gate_families.png
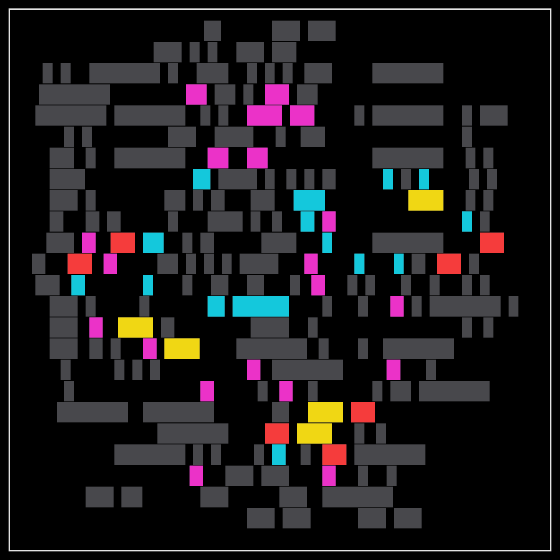
met2.png
Bar = 20 um.
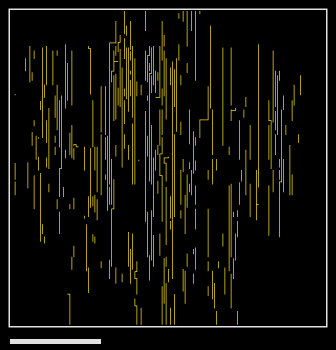
final_congestion.png
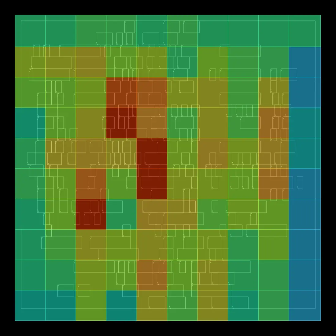
===== src/rtl/ls163_timer_ctrl.sv =====
// Interval timer controller for a 74LS163-style 4-bit counter: preloads the
// counter, runs it for L cycles per period and checks that RCO arrives on time.
module ls163_timer_ctrl (
  input  logic       clk,
  input  logic       reset_bar,
  input  logic       start,
  input  logic       abort,
  input  logic [3:0] interval,
  input  logic [3:0] repeat_cnt,
  output logic       busy,
  output logic       expired,
  output logic       fault,
  output logic [3:0] reps_left,
  output logic       cnt_clear_bar,
  output logic       cnt_load_bar,
  output logic       cnt_ent,
  output logic       cnt_enp,
  output logic [3:0] cnt_d,
  input  logic       cnt_rco
);

  typedef enum logic [2:0] {
    S_CLR,
    S_IDLE,
    S_LOAD,
    S_RUN,
    S_FAULT
  } state_t;

  state_t     state_reg, state_next;
  logic [3:0] last_reg, last_next;        // L-1: run_cnt value of the final RUN cycle
  logic [3:0] preload_reg, preload_next;
  logic [3:0] reps_reg, reps_next;
  logic [3:0] run_cnt_reg, run_cnt_next;
  logic       expired_reg, expired_next;
  logic       at_last;

  always_ff @(posedge clk or negedge reset_bar) begin
    if (!reset_bar) begin
      state_reg   <= S_CLR;
      last_reg    <= 4'd0;
      preload_reg <= 4'd0;
      reps_reg    <= 4'd0;
      run_cnt_reg <= 4'd0;
      expired_reg <= 1'b0;
    end else begin
      state_reg   <= state_next;
      last_reg    <= last_next;
      preload_reg <= preload_next;
      reps_reg    <= reps_next;
      run_cnt_reg <= run_cnt_next;
      expired_reg <= expired_next;
    end
  end

  assign at_last = (run_cnt_reg == last_reg);

  always_comb begin
    state_next   = state_reg;
    last_next    = last_reg;
    preload_next = preload_reg;
    reps_next    = reps_reg;
    run_cnt_next = (state_reg == S_RUN) ? run_cnt_reg + 4'd1 : 4'd0;
    expired_next = 1'b0;

    case (state_reg)
      S_CLR: state_next = S_IDLE;

      S_IDLE, S_FAULT: begin
        if (start) begin
          state_next   = S_LOAD;
          // interval 0 means 16, which the 4-bit wrap gives for free
          last_next    = interval - 4'd1;
          preload_next = 4'd0 - interval;
          reps_next    = repeat_cnt;
        end else if (abort && state_reg == S_FAULT) begin
          state_next = S_CLR;
        end
      end

      S_LOAD: state_next = abort ? S_CLR : S_RUN;

      S_RUN: begin
        if (abort) begin
          state_next = S_CLR;
        end else if (cnt_rco && at_last) begin
          expired_next = 1'b1;
          if (reps_reg == 4'd1) begin
            state_next = S_IDLE;
            reps_next  = 4'd0;
          end else begin
            state_next = S_LOAD;
            if (reps_reg != 4'd0) reps_next = reps_reg - 4'd1;
          end
        end else if (cnt_rco || at_last) begin
          state_next = S_FAULT;
        end
      end

      default: state_next = S_CLR;
    endcase
  end

  assign busy          = (state_reg == S_LOAD) || (state_reg == S_RUN);
  assign fault         = (state_reg == S_FAULT);
  assign expired       = expired_reg;
  assign reps_left     = reps_reg;
  assign cnt_d         = preload_reg;
  assign cnt_clear_bar = (state_reg != S_CLR);
  assign cnt_load_bar  = (state_reg != S_LOAD);
  assign cnt_ent       = (state_reg == S_RUN);
  assign cnt_enp       = (state_reg == S_RUN);

endmodule


===== config.mk =====
export PLATFORM = sky130hd
export DESIGN_NAME = ls163_timer_ctrl
export DESIGN_NICKNAME = d
export VERILOG_FILES = /design/src/rtl/ls163_timer_ctrl.sv
export SDC_FILE = /design/constraint.sdc
export NUM_CORES = 1
export LEC_CHECK = 0
export ABC_AREA = 1
export CAP_MARGIN = 5
export CELL_PAD_IN_SITES_DETAIL_PLACEMENT = 1
export CELL_PAD_IN_SITES_GLOBAL_PLACEMENT = 2
export CORE_UTILIZATION = 28
export CTS_CLUSTER_DIAMETER = 150
export DETAILED_ROUTE_END_ITERATION = 12
export PLACE_DENSITY = 0.77
export SLEW_MARGIN = 30
export SYNTH_ARGS = -nofsm -noshare
export SYNTH_HDL_FRONTEND = slang
export SYNTH_SLANG_ARGS = --single-unit

===== constraint.sdc =====
create_clock -name clk -period 1.7 [get_ports clk]
set_input_delay 0.34 -clock clk [delete_from_list [all_inputs] [get_ports clk]]
set_output_delay 0.34 -clock clk [all_outputs]
set_load 0.02 [all_outputs]

==> results.cfg <==
; flow metrics
[run_status]
status = finished clean

[power]
seq_power_share_pct = 30.4
swShare_pct = 46.7
p_clk_share_pct = 13.3
power_leakage_nw = 0.849

[timing]
fin_crit_ps = 1630
fin_ws_ps = 65.5
fin_crit_sh_pct = 96.1

[logic_synthesis]
ys_cells = 163
async_reset_ff_share_pct = 100
ys_area_um2 = 1270
avgSynthCellArea_um2 = 7.78
ys.flop_type = dfrtp_1
syn_inst = 163
synthesis.area_um2 = 1270
most_common_cell = nand2_1
topCellsByArea = dfrtp_1 39%, nand2_1 15%, inv_1 7.1%

[setup_path]
reg2reg_from = reps_left[0]
endpoint_kind = output port

[clock_tree]
clk_latency_ps = 260
cts.htree.levels = 1
tritoncts = yes
cts_buffer_depth = 2

[finish]
final_cell_area_um2 = 1670
fillers = 536
num_antenna_cells = 0
logic_area_um2 = 639

[job]
drv_cap = 0

[floorplanning]
initCoreUtil_pct = 29.1
die_x_um = 69.3

[drt]
vias = 1154
drt_pass1_iterations = 4

[global_route]
grt-ovfl-total = 0

[placement]
dp_hpwl_mm = 2.62
place_area_um2 = 1620
## Picture notes: gate_families.png
legend:
  magenta:
    family: inverting AOI/OAI gates
    cells: 20
  yellow:
    family: adder and majority cells
    cells: 5
  red:
    family: XOR/XNOR gates
    cells: 7
  cyan:
    family: NOR gates
    cells: 15

## Picture notes: met2.png
share of all routed wire: 51%
nets with wire on the layer: 187

## Picture notes: final_congestion.png
total track usage: 14.7%
routed len/inst: 13.4 um
Top Usage Layer GRT: met2
met3 GRT Util: 2.18%
met2 GRT Util: 26.8%

## per-layer routing
metal	wire length (um)	GRT usage, %	vias to the layer above
li1	-	-	576
met1	1470	17.3	548
met2	1700	26.8	22
met3	93	2.18	8
met4	85	5.90	0
met5	0	0	-
## power groups by stage
stage	registers, mW	logic (mW)	clock network, mW
after floorplan	0.921	0.950	0
after global placement	0.839	1.58	0
after detailed placement	0.852	1.62	0
after CTS	0.847	1.59	0.376
after global routing	0.874	1.74	0.397
final	0.842	1.56	0.367
## repair_timing
| action | in CTS | in global routing |
|---|---|---|
| pin swaps | 0 | 0 |
| gates resized | 9 | 7 |
| endpoints found under the setup margin | 8 | 5 |
## worst max path at each step
stage,start,to,cells after the start
2_1_floorplan,reps_left[0],reps_left[0],8
3_3_place_gp,state_reg[2],cnt_ent,4
3_5_place_dp,state_reg[2],cnt_ent,4
4_1_cts,reps_left[3],reps_left[3],1
5_1_grt,state_reg[1],cnt_load_bar,4
6_report,reps_left[1],reps_left[1],1
## through the flow
step	total power [mW]	hold WS [ps]	cells
after floorplan	1.87	44.4	163
after global placement	2.42	458	245
after detailed placement	2.47	475	245
after CTS	2.82	425	249
after global routing	3.01	465	249
final	2.77	415	249
## logic make-up (layout without fill, tap and decap cells)
| group | Yosys count | count (layout) | share of synthesized area, % |
|---|---|---|---|
| DFF | 20 | 20 | 39.4 |
| xor gates and xnor gates | 7 | 7 | 4.83 |
| buffers and inverters | 30 | 64 | 10.4 |
| AOI/OAI and AO/OA | 21 | 21 | 10.3 |
| and+or+nand+nor | 80 | 80 | 30.2 |
| adders and majority gates | 5 | 5 | 4.93 |
## cell type report
| cell class | instances | share of cell area [%] |
|---|---|---|
| flip-flops and latches | 20 | 30.0 |
| clock buffers | 4 | 3.30 |
| well taps | 52 | 3.90 |
| inverters | 28 | 6.75 |
| repair buffers | 32 | 17.7 |
| multi-input cells | 113 | 38.3 |
## cell usage in the layout (no fill, tap or decap), types with 2 or more instances in the layout
cell type        synthesis  layout
nand2_1                 50      50
inv_1                   24      24
dfrtp_1                 20      20
clkdlybuf4s50_1          0      18
nand3_1                  8       8
o21ai_0                  8       8
nor2_1                   8       7
o21ai_1                  5       5
ha_1                     5       5
buf_4                    1       5
xnor2_1                  4       4
clkbuf_8                 0       4
dlygate4sd2_1            0       4
nand2_2                  3       3
nor3_1                   3       3
xor2_1                   3       3
inv_2                    2       2
nor2_2                   1       2
o211ai_1                 2       2
nand4_2                  2       2
clkbuf_2                 0       2
clkdlybuf4s15_1          0       2
No activity file was given, so power comes from the tool's default toggle rates.
